[src/rtl/mul_sgn_share_arb.sv]
// Round-robin shared signed multiplier: arbitrates NumReq operand streams into one
// Baugh-Wooley multiplier and returns tagged products through a Latency-deep pipeline.
module mul_sgn_share_arb #(
    parameter int NumReq  = 4,
    parameter int widthX  = 8,
    parameter int widthY  = 8,
    parameter int speed   = 2,
    parameter int Latency = 2
) (
    input  logic                         clk_i,
    input  logic                         rst_ni,
    input  logic [NumReq-1:0]            req_valid_i,
    output logic [NumReq-1:0]            req_ready_o,
    input  logic [NumReq*widthX-1:0]     req_x_i,
    input  logic [NumReq*widthY-1:0]     req_y_i,
    output logic [NumReq-1:0]            rsp_valid_o,
    input  logic [NumReq-1:0]            rsp_ready_i,
    output logic [widthX+widthY-1:0]     rsp_p_o,
    output logic                         busy_o
);

    localparam int PW  = widthX + widthY;
    localparam int IdW = $clog2(NumReq);

    // Baugh-Wooley correction: 2^(m-1) + 2^(n-1) - 2^(m+n-1), taken modulo 2^(m+n).
    localparam logic [PW-1:0] BW_CONST = (PW'(1) << (widthX - 1)) +
                                         (PW'(1) << (widthY - 1)) +
                                         (PW'(1) << (PW - 1));

    function automatic logic [PW-1:0] f_prefix_add(input logic [PW-1:0] a,
                                                   input logic [PW-1:0] b);
        logic [PW-1:0] p;
        logic [PW-1:0] gg;
        logic [PW-1:0] pp;
        p  = a ^ b;
        gg = a & b;
        pp = p;
        if (speed == 0) begin
            for (int i = 1; i < PW; i++) begin
                gg[i] = gg[i] | (pp[i] & gg[i-1]);
            end
        end else if (speed == 1) begin
            // Brent-Kung: up-sweep builds power-of-two spans, down-sweep fills the gaps.
            for (int l = 0; (1 << l) < PW; l++) begin
                for (int i = 0; i < PW; i++) begin
                    if ((i % (2 << l)) == ((2 << l) - 1)) begin
                        gg[i] = gg[i] | (pp[i] & gg[i - (1 << l)]);
                        pp[i] = pp[i] & pp[i - (1 << l)];
                    end
                end
            end
            for (int l = $clog2(PW) - 1; l >= 0; l--) begin
                for (int i = 0; i < PW; i++) begin
                    if ((i >= (2 << l)) && ((i % (2 << l)) == ((1 << l) - 1))) begin
                        gg[i] = gg[i] | (pp[i] & gg[i - (1 << l)]);
                        pp[i] = pp[i] & pp[i - (1 << l)];
                    end
                end
            end
        end else begin
            for (int l = 0; (1 << l) < PW; l++) begin
                for (int i = 0; i < PW; i++) begin
                    if (((i >> l) & 1) == 1) begin
                        gg[i] = gg[i] | (pp[i] & gg[((i >> l) << l) - 1]);
                        pp[i] = pp[i] & pp[((i >> l) << l) - 1];
                    end
                end
            end
        end
        return p ^ {gg[PW-2:0], 1'b0};
    endfunction

    function automatic logic [PW-1:0] f_bw_mult(input logic [widthX-1:0] x,
                                                input logic [widthY-1:0] y);
        logic [PW-1:0] s;
        logic [PW-1:0] c;
        logic [PW-1:0] row;
        logic [PW-1:0] t;
        s = BW_CONST;
        c = '0;
        for (int j = 0; j < widthY; j++) begin
            row = '0;
            for (int i = 0; i < widthX; i++) begin
                // Mixed sign-bit/magnitude-bit terms carry negative weight, so they are inverted.
                if ((i == widthX - 1) != (j == widthY - 1)) begin
                    row[i+j] = ~(x[i] & y[j]);
                end else begin
                    row[i+j] = x[i] & y[j];
                end
            end
            t = s ^ c ^ row;
            c = ((s & c) | (s & row) | (c & row)) << 1;
            s = t;
        end
        return f_prefix_add(s, c);
    endfunction

    logic [IdW-1:0]    r_ptr;
    logic [Latency:1]  r_vld;
    logic [IdW-1:0]    r_id   [1:Latency];
    logic [PW-1:0]     r_prod [1:Latency];

    logic              w_any;
    logic [IdW-1:0]    w_grant_id;
    logic              w_adv;
    logic              w_issue;
    logic [widthX-1:0] w_x;
    logic [widthY-1:0] w_y;
    logic [PW-1:0]     w_prod;

    always_comb begin
        int idx;
        w_any      = 1'b0;
        w_grant_id = '0;
        idx        = 0;
        for (int k = 0; k < NumReq; k++) begin
            idx = int'(r_ptr) + k;
            if (idx >= NumReq) begin
                idx = idx - NumReq;
            end
            if (!w_any && req_valid_i[idx]) begin
                w_any      = 1'b1;
                w_grant_id = IdW'(idx);
            end
        end
    end

    assign w_adv   = ~r_vld[Latency] | rsp_ready_i[r_id[Latency]];
    // Held reset keeps the handshake closed so no pair is accepted and then discarded.
    assign w_issue = w_any & w_adv & rst_ni;

    always_comb begin
        req_ready_o             = '0;
        req_ready_o[w_grant_id] = w_issue;
    end

    assign w_x    = req_x_i[w_grant_id*widthX +: widthX];
    assign w_y    = req_y_i[w_grant_id*widthY +: widthY];
    assign w_prod = f_bw_mult(w_x, w_y);

    always_ff @(posedge clk_i or negedge rst_ni) begin
        if (!rst_ni) begin
            r_vld <= '0;
            r_ptr <= '0;
        end else begin
            if (w_adv) begin
                r_vld[1] <= w_issue;
                for (int s = 2; s <= Latency; s++) begin
                    r_vld[s] <= r_vld[s-1];
                end
            end
            if (w_issue) begin
                r_ptr <= (w_grant_id == IdW'(NumReq - 1)) ? '0 : w_grant_id + 1'b1;
            end
        end
    end

    always_ff @(posedge clk_i) begin
        if (w_adv) begin
            r_id[1]   <= w_grant_id;
            r_prod[1] <= w_prod;
            for (int s = 2; s <= Latency; s++) begin
                r_id[s]   <= r_id[s-1];
                r_prod[s] <= r_prod[s-1];
            end
        end
    end

    always_comb begin
        rsp_valid_o                  = '0;
        rsp_valid_o[r_id[Latency]]   = r_vld[Latency];
    end

    assign rsp_p_o = r_prod[Latency];
    assign busy_o  = |r_vld;

endmodule
[config.mk]
export PLATFORM = sky130hd
export DESIGN_NAME = mul_sgn_share_arb
export DESIGN_NICKNAME = d
export VERILOG_FILES = /design/src/rtl/mul_sgn_share_arb.sv
export SDC_FILE = /design/constraint.sdc
export NUM_CORES = 1
export LEC_CHECK = 0
export ABC_AREA = 1
export CAP_MARGIN = 15
export CELL_PAD_IN_SITES_DETAIL_PLACEMENT = 0
export CELL_PAD_IN_SITES_GLOBAL_PLACEMENT = 2
export CORE_ASPECT_RATIO = 0.7
export CORE_MARGIN = 1
export CORE_UTILIZATION = 30
export CTS_CLUSTER_DIAMETER = 80
export DETAILED_ROUTE_END_ITERATION = 8
export PLACE_DENSITY = 0.87
export SETUP_SLACK_MARGIN = 0.4
export SYNTH_ARGS = -nofsm -noshare
export SYNTH_HDL_FRONTEND = slang
export SYNTH_SLANG_ARGS = --single-unit
export TNS_END_PERCENT = 5
[constraint.sdc]
create_clock -name clk_i -period 7.85 [get_ports clk_i]
set_input_delay 1.9625 -clock clk_i [delete_from_list [all_inputs] [get_ports clk_i]]
set_output_delay 1.9625 -clock clk_i [all_outputs]
set_load 0.01 [all_outputs]
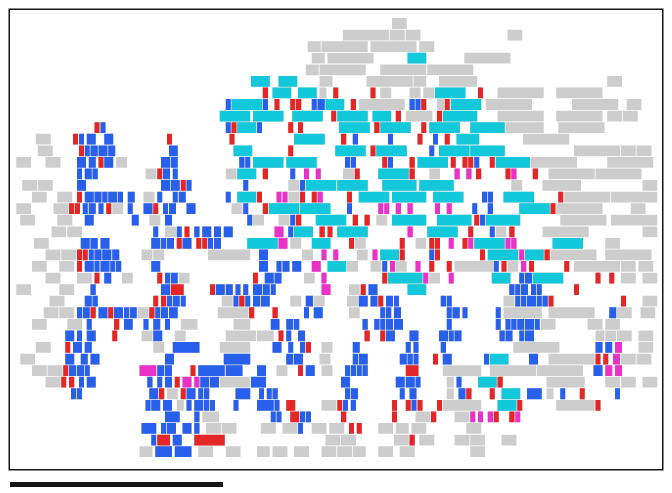
Figure 1: run 1, selected gate families.
Bar = 50 um.
[fa/ha/maj cells] cyan | cells: 68
[nand cells] blue | cells: 307
[nor cells] magenta | cells: 44
[inv cells] red | cells: 147 | where: all over the die
combinational share of cell area: 45.0%
Finished Layout Cells: 984
Commonest Layout Cell: nand2_1

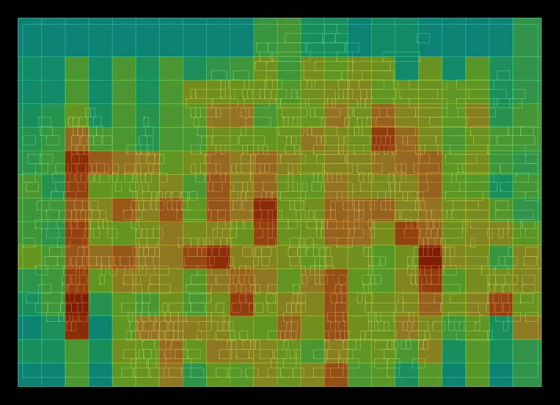
Figure 2: run 1, routing congestion.
grt met3 use: 1.85%
GRT Util Overall: 17.2%
grt met2 use: 28.1%
DR WL/cell: 13.6 um

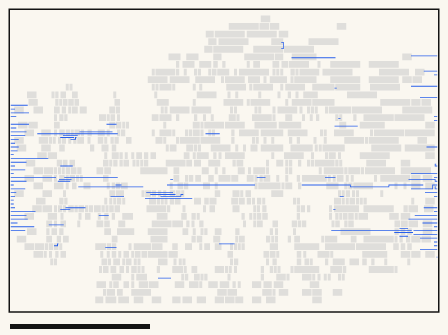
Figure 3: run 1, signal wires on met3.
Bar = 50 um.
longest straight run: 31.3 um
main direction: horizontal
wire length on this layer: 616 um
nets with wire on the layer: 91
share of all routed wire: 4.6%
drt total wl: 13,300 um
vias post-DR: 4,588

==> results_dict.tcl, run 1 <==
# flow metrics
set metrics [dict create \
    status "finished with violations" \
    violations "setup timing" \
    die_x_um 153 \
    h-tree-depth 2 \
    numCtsBuffers 5 \
    drive_gt1_share_pct 17.3 \
    final-hold-violation-count 0 \
    slew_violations 0 \
    warnings 32 \
    fp_nets 789 \
    crit_required_ps 8000 \
    core_mm2 0.0156 \
    place_congestion 0.836 \
    postCtsHoldBufs 0 \
    crit_path_start "req_valid_i[3]" \
    grt_overflow 0 \
    crit_type "input port to register" \
    post-route-util_pct 43.1 \
    finalSetupViolCount 3 \
    fp_util_pct 30.8 \
    io_pins 99 \
    cp-end-kind "register" \
    rsz0062_at_grt "true" \
    firstDrtPassIters 6 \
    rrSetupSlack_ps 1030 \
    whs_ps 415 \
    yosys_warnings 0 \
    synth_flop_count 40 \
    fin_nets 925 \
    crit_buf_inv 12 \
    insertion_delay_ps 280 \
    die_h_um 108 \
    gr-usage-met1_pct 24.3 \
    cts_sinks 40 \
    n_antenna_cell 0 \
    ys_chip_area_mm2 0.00481 \
    io_buffers 98 \
    grt_max_degree 42 \
    antenna_found_initial 0 \
    clk_pin_slew_worst_paths_ps 60 \
    syn_area_mm2 0.00481 \
    hpwlAfterDp_um 11100 \
    synth.avg_cell_area_um2 7.43 \
    r2r_cells 32 \
    setup_ws_ps -62.5 \
    grt_pass1_wl_um 22400 \
    die-area_mm2 0.0165 \
    fin_crit_sh_pct 101 \
    fin_skew_ps 1.71 \
    arrival_ps 8070 \
    path_max_fanout 7 \
    hold_class "register to register" \
    clockBufferDepth 2 \
    critPathMostFrequentCell "fa_2" \
    grt.busiest_layer "met2" \
    rows 38 \
]
[run 1: per-layer routing]
metal / vias to the layer above / wire (um)
met1: 2140 / 6720
met5: - / 0
met2: 138 / 5850
li1: 2299 / -
met4: 0 / 157
met3: 11 / 615
[run 1: per-stage QoR]
stage	worst slack (ps)	TNS [ps]	cell area, um2	std cells
2_1_floorplan	199	0	4930	647
3_3_place_gp	-580	-2880	6410	970
3_5_place_dp	-667	-3440	6410	970
4_1_cts	-143	-412	6650	980
5_1_grt	-363	-1480	6730	984
6_report	-62.5	-110	6730	984
[run 1: logic make-up (layout without fill, tap and decap cells)]
kind of cell	Yosys count	in the layout	share of synthesized area, %
xor gates and xnor gates	4	4	0.729
DFF	40	40	24.6
and+or+nand+nor	351	351	33.5
buffers and inverters	176	313	15.5
AOI/OAI and AO/OA	8	8	0.937
adders and majority gates	68	68	24.7
[run 1: layout by cell type (no fill, tap or decap), types with 5 or more instances in the layout]
| master | n |
|---|---|
| nand4_1 | 55 |
| inv_2 | 8 |
| fa_2 | 11 |
| fa_1 | 34 |
| nor2_2 | 5 |
| nand3_1 | 62 |
| clkbuf_16 | 5 |
| clkdlybuf4s50_1 | 94 |
| nand3_2 | 5 |
| buf_4 | 51 |
| ha_1 | 22 |
| nand2_2 | 22 |
| nand2_1 | 156 |
| edfxtp_1 | 36 |
| inv_1 | 133 |
| nor2_1 | 34 |
[run 1: sequential cells by signal (all words and copies together), names as in the netlist]
| signal | cells |
|---|---|
| r_ptr | 2 |
| r_prod | 32 |
| r_vld | 2 |
| r_id | 4 |
[run 1: worst min-delay path by stage]
stage                            start            to  slack, ps  depth (start not counted)
final                     r_prod[1][4]  r_prod[2][4]        410                          0
after global routing      r_prod[1][2]  r_prod[2][2]        420                          0
after CTS                 r_prod[1][4]  r_prod[2][4]        420                          0
after detailed placement    r_id[1][0]    r_id[2][0]        400                          0
after global placement      r_id[1][1]    r_id[2][1]        400                          0
after floorplan             r_id[1][0]    r_id[2][0]        400                          0
[run 1: layout make-up]
type / count / area (um2)
clock inverter: 3 / 42.5
fill: 1580 / 8870
clock buffer: 5 / 125
inverter: 147 / 588
timing repair buffer: 158 / 1510
tap: 200 / 250
multi-input combinational: 431 / 3030
sequential: 40 / 1180
[run 1: synthesized netlist by cell type, drive strengths merged]
library cell  instances  area, um2
dfrtp                 4        100
a21oi                 2       10.0
inv                 147        557
nand3                70        378
nand4                55        344
nor2                 40        158
edfxtp               36       1080
buf                  26        178
clkbuf                3       11.3
nor3                  4       20.0
a31o                  1       8.76
fa                   45        901
ha                   23        288
a31oi                 1       6.26
xnor2                 2       17.5
o21ai                 4       20.0
nand2               182        711
xor2                  2       17.5
[run 1: repair_timing]
item / 4_1_cts / 5_1_grt
resized: 20 / 11
endpoints found under the setup margin: 7 / 7
buffers inserted: 1 / 4
pin swaps: 10 / 13
gates cloned: 1 / 0
Figure 4. A small window of the routed layout (run 1).
Bar = 10 um. Window x 95 to 135, y 7 to 47 um. Cells in gray, sequential cells in the stronger gray; small squares are vias.
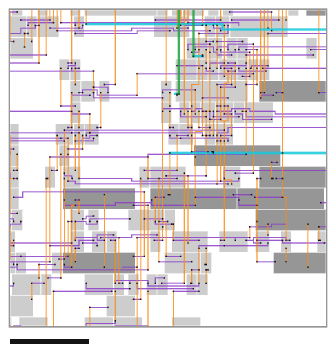

==> inputs of run 2 (changes only) <==
SKIP_CTS_REPAIR_TIMING = 1   (was not set)
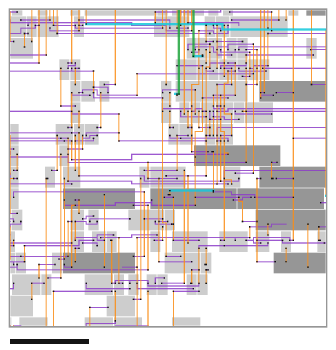
Figure 5: run 2, a small window of the routed layout.
Bar = 10 um. Window x 95 to 135, y 7 to 47 um. Cells in gray, sequential cells in the stronger gray; small squares are vias.
[M2] orange
[M4] green
[M3] cyan
[M1] purple
most frequent: nand2_1 (29), inv_1 (12), nand3_1 (7)
sequential cells in the window: 9
cells with their middle in the window: 89
netlist names of flops here include: r_id (4), r_ptr (2), r_vld (2)

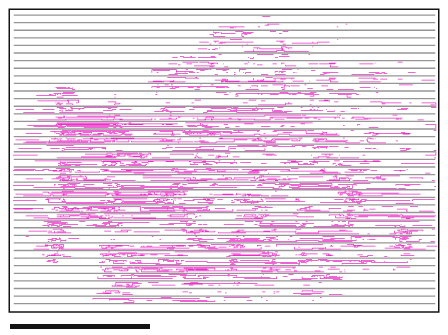
Figure 6: run 2, met1 routing.
Bar = 50 um. Supply wires on this layer in gray.
longest straight run: 67.2 um
wire length on this layer: 6,820 um
vias post-DR: 4,600
met1 global-route usage: 24.0%

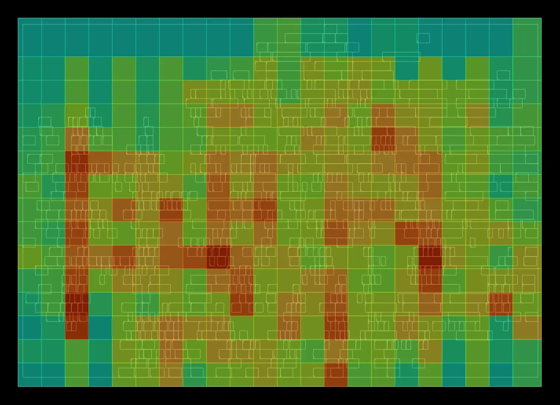
Figure 7: run 2, routing congestion.
Core Util, Final: 43.4%
grt met2 use: 27.9%
GRT Util Overall: 17.0%
GR peak layer: met2

==> run 2 against run 1 <==
Compared with the run above: the run still ends with setup timing left; global-route usage decreased by 0.23 points; synthesized area unchanged; die area unchanged; hold slack improved by 2.0 ps.
==> results_dict.tcl, run 2 <==
# flow metrics
set metrics [dict create \
    warnings 31 \
    rsz0062_at_grt "true" \
    die-area_mm2 0.0165 \
    syn-instance-count 647 \
    status "finished with violations" \
    io_buffers 98 \
    cts_tree "yes" \
    top_register "r_prod" \
    n_antenna_cell 0 \
    worstMarginPinSlew_ps 607 \
    mostFrequentLayoutCells "156 x nand2_1, 133 x inv_1, 94 x clkdlybuf4s50_1" \
    largest_reg_flops 32 \
    lay_top_count "nand2_1" \
    wire_per_inst_um 13.7 \
    firstDrtPassIters 7 \
    critPathMostFrequentCell "fa_2" \
    setup_ws_ps -39.3 \
    antenna_found_initial 0 \
    wl_um 13500 \
    grt_pass1_vias 4607 \
    violations "setup timing" \
    place_congestion 0.836 \
    grt_max_degree 42 \
    ff_type "edfxtp_1" \
    numCtsBuffers 5 \
    synth-seq-area-share_pct 24.6 \
    dr.first_iter.drc_count 151 \
    max_stage_delay_ps 560 \
    syn_area_mm2 0.00481 \
    fin_nets 926 \
    drive_gt1_share_pct 17.5 \
    slew_violations 0 \
    finalSetupViolCount 1 \
    fin_crit_sh_pct 101 \
    die_h_um 108 \
    clk_pin_slew_worst_paths_ps 60 \
    insertion_delay_ps 280 \
    synth.avg_cell_area_um2 7.43 \
    synth_flop_count 40 \
    top_area_share_pct 22.5 \
    yosysMostFrequentCell "nand2_1" \
    hpwlAfterDp_um 11100 \
    ys_types 28 \
    crit_required_ps 8000 \
    core_mm2 0.0156 \
    fp_util_pct 30.8 \
    stdcell_area_mm2 0.00677 \
    die_x_um 153 \
    rows 38 \
    ant_nets 0 \
    yosys_warnings 0 \
    synthArstFlopShare_pct 10.0 \
    start_kind "input port" \
    slew_headroom_pct 59.5 \
    post-route-min-period_ps 7890 \
    crit_type "input port to register" \
    ys_chip_area_mm2 0.00481 \
    viasPerCell 4.67 \
    yosysTopAreaCell "edfxtp_1" \
    max_cap_viol_count 0 \
    cts_sinks 40 \
    fp_nets 789 \
    final-hold-violation-count 0 \
    h-tree-depth 2 \
    edf_count 36 \
    fin_skew_ps 1.86 \
    max_freq_ghz 0.127 \
    io_pins 99 \
    drc 0 \
    final_cells 985 \
    area_growth_pct 40.8 \
    ctsRootBufferMaster "clkbuf_16" \
    netlist_top_cells_area "edfxtp_1 22%, fa_1 19%, nand2_1 14%" \
    crit_slowest_cell "fa_2" \
    cp-end-kind "register" \
    clockBufferDepth 2 \
    ys_cells 647 \
    reg_top3 "r_prod x32, r_id x4" \
    grt_pass1_wl_um 22100 \
    hold_class "register to register" \
    placed_cells 970 \
    place_area_mm2 0.00641 \
    common_cells "173 x nand2_1, 143 x inv_1, 66 x nand3_1, 55 x nand4_1, 45 x fa_1" \
    path_max_fanout 7 \
    grt_overflow 0 \
    arrival_ps 8040 \
]
run 2: cell counts after synthesis:
No cell type changed its count.
run 2: layer usage:
metal	GRT usage, %	wire, um	vias to the layer above
met3	1.81	596	9
met1	24.0	6820	2149
met2	27.9	5970	141
met4	3.54	116	0
li1	-	-	2301
met5	0	0	-
run 2: cells by family after synthesis:
group / count (synthesis) / synth area share (%)
xor gates and xnor gates: 4 / 0.729
and+or+nand+nor: 351 / 33.5
buffers and inverters: 176 / 15.5
adders and majority gates: 68 / 24.7
AOI/OAI and AO/OA: 8 / 0.937
DFF: 40 / 24.6
run 2: cell type report:
type | count | area [um2]
Sequential cell | 40 | 1180
Fill cell | 1572 | 8830
Tap cell | 200 | 250
Timing Repair Buffer | 159 | 1540
Inverter | 147 | 588
Clock buffer | 5 | 125
Multi-Input combinational cell | 431 | 3040
Clock inverter | 3 | 42.5
run 2: critical path: cells and delay by family:
kind	cells	cell delay, ps
compound gates	1	240
fa+ha+maj	10	3780
buf+inv	12	1080
simple gates	10	950
run 2: metrics by stage:
stage | setup slack (ps) | hold WS, ps | setup TNS, ps
CTS | -393 | 418 | -1650
floorplan | 199 | 400 | 0
detailed placement | -667 | 405 | -3440
global route | -279 | 424 | -923
finish | -39.3 | 417 | -39.3
global placement | -580 | 400 | -2880
run 2: worst paths after layout:
kind	depth (start not counted)	slack [ps]	start	endpoint
hold reg to reg	0	420	r_prod[1][4]	r_prod[2][4]
min in group asynchronous	1	1920	rst_ni	r_ptr[0]
setup / recovery	33	-40	req_valid_i[3]	r_prod[1][12]
hold / removal	0	420	r_prod[1][4]	r_prod[2][4]
setup reg to reg	32	990	r_ptr[0]	r_prod[1][12]
max in group asynchronous	1	5730	rst_ni	r_vld[1]
